m1.png
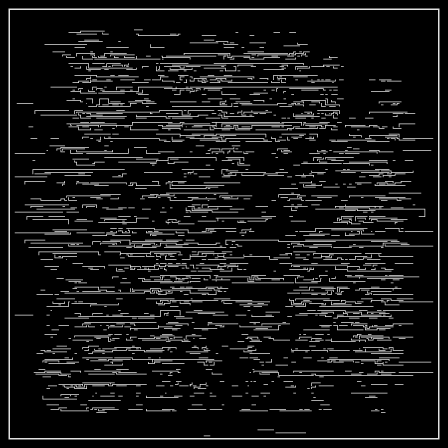
m2.png
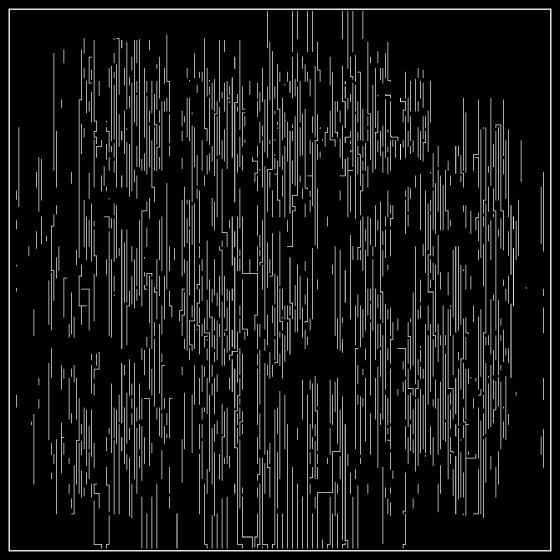
m3.png
Scale bar: 20 um.
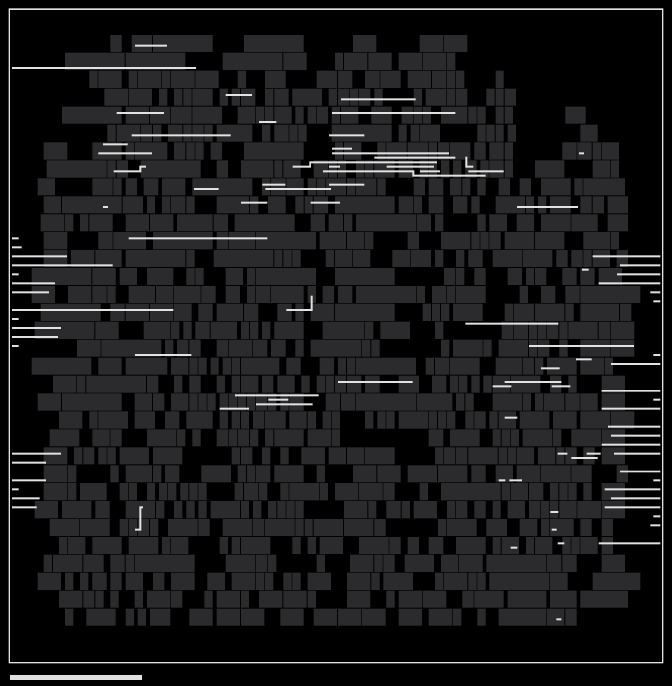
==> config.mk <==
export PLATFORM = sky130hd
export DESIGN_NAME = batcharger_controller_gen2_flat
export DESIGN_NICKNAME = d
export VERILOG_FILES = /design/src/rtl/batcharger_controller_gen2_if.sv /design/src/rtl/batcharger_controller_gen2.sv /design/src/flat_wrapper.sv
export SDC_FILE = /design/constraint.sdc
export NUM_CORES = 1
export LEC_CHECK = 0
export ABC_AREA = 1
export CORE_MARGIN = 3
export CORE_UTILIZATION = 48
export DETAILED_ROUTE_END_ITERATION = 12
export GPL_TIMING_DRIVEN = 0
export PLACE_DENSITY = 0.76
export SYNTH_ARGS = -nofsm -noshare
export SYNTH_HDL_FRONTEND = slang
export SYNTH_SLANG_ARGS = --single-unit
==> constraint.sdc <==
create_clock -name clk -period 3 [get_ports clk]
set_input_delay 0.75 -clock clk [delete_from_list [all_inputs] [get_ports clk]]
set_output_delay 0.75 -clock clk [all_outputs]
set_load 0.02 [all_outputs]
==> reports/results.txt <==
run status = finished with violations
failing checks = negative setup slack
critical path's top delay family = simple AND/OR/NAND/NOR gates
Pwr Density = 238 mW/mm2
Placed Cells incl. Taps = 824
largest net degree at the start of global routing = 32
Top Metal Used = met4
largest combinational cell category by area = simple AND/OR/NAND/NOR gates
top-count cell post-synth = nand2_1
logic depth of the worst setup path including buffers = 26
most frequent logic cell in the layout = nand2_1
Placer Congestion = 0.880
Post-Route Utilization = 71.5%
Reg area = 776 um2
Clk network pwr share = 22.0%
aoi/oai-family share of the synthesized area = 8.42%
worst hold-check path type = reg -> reg
well tap count = 105
min setup slack post-route = -0.430 ns
crit-path max cell delay = 0.24 ns
area share of fa/ha/maj cells after synthesis = 21.7%
Fin. Hold Viols = 0
critical path class = in -> reg
met3 WL post-DR = 617 um
Final Max Tran Viols = 0
post-synth top area cell = ha_1
post-synthesis mux area share = 0%
width of the die = 98.9 um
count of non-filler cells in the finished layout = 866
Largest area class, layout = multi-input combinational cells
final setup vio count = 31
antenna-violating nets left = 0
Max VDD drop = 311 uV
Unique masters post-synth = 34
share of the final layout cell area in multi-input gates = 55.2%
setup slack after placement = -1.52 ns
xor/xnor cell area share of the yosys netlist = 4.02%
clkbuf count = 7
slowest stage cell on the critical path = ha_1
number of filler cells placed in the layout = 689
leakage power figure = 3.11 nW
Chip Height = 98.9 um
number of warnings in the stage logs = 31
number of top-level design ports = 87
routed wirelength normalized by instance count = 13.9 um
Hold Path Depth = 1
R2R Setup Slk = 0.07 ns
Largest Pwr Group = combinational logic
layout-stage area growth over the synthesis result = 43.2%
GRT overflow = 0
category of the worst setup path capture point = flop
Max Clk Rate = 292 MHz
Clock net power = 0.000310 W
clk sink count = 31
share of synthesized registers carrying an async set or reset = 100%
post-synth net total = 781
NonClk Buf Share = 20.9%
critical path launch point type = input pin
Commonest flop = dfrtp_1
largest clock skew in the final design = 0.00623 ns
design area = 0.00593 mm2
later-pin clock latency in the skew report = 0.28 ns
cell repeated most along the worst path = nand2_1
top post-synthesis cells by count = nand2_1 (158), inv_1 (98), ha_1 (72), nor2_1 (67), nand3_1 (49)
combined area of all synthesized cells = 0.00414 mm2
warning count from the yosys run = 0
sequential power share = 31.1%
final-layout clock-cell area share = 1.37%
area fraction of the dominant cell type after synthesis = 21.7%
global routing's busiest layer = met2
Remaining DRCs = 0
commonest cells after routing, fill and taps aside = nand2_1 (137), inv_1 (78), clkdlybuf4s50_1 (68)
number of hold buffers added after cts = 0
switching power as a share of total power = 36.0%
Net count, final = 908
fraction of standard cell area that is sequential = 13.1%
worst-case reg-to-reg path depth = 17
pin slew with the least headroom to its limit = 1.16 ns
power after layout = 0.00141 W
initial antenna violation count = 0
share of synthesized cell area in and, or, nand and nor gates = 35.5%
RSZ-0062 raised after global routing = yes
Synthesized registers = 31
buffer count excluding the clock tree in the final layout = 134
clk buf depth = 2
mean instance size in the synthesized netlist = 6.55 um2
Post-synth area hogs = ha_1 (22%), dfrtp_1 (19%), nand2_1 (14%)
Synth Seq Share = 18.7%
share of the cycle needed by the critical path after routing = 114%
Back to the opening pictures, m1.png:
share of all routed wire: 41%
nets with wire on the layer: 840
longest straight run: 34.0 um
main direction: horizontal
wire length on this layer: 4970 um
Global Route met1 Usage: 27.9%
Final Routed Wirelength: 12000 um
via count of the routed design: 4592

Back to the opening pictures, m2.png:
share of all routed wire: 52%
longest straight run: 29.7 um
nets with wire on the layer: 761
Global Route met2 Usage: 42.9%

Back to the opening pictures, m3.png:
main direction: horizontal
share of all routed wire: 5.1%
longest straight run: 27.6 um
wire length on this layer: 618 um
met3 capacity usage during global routing: 2.83%

Power and IR drop assume default switching activity.
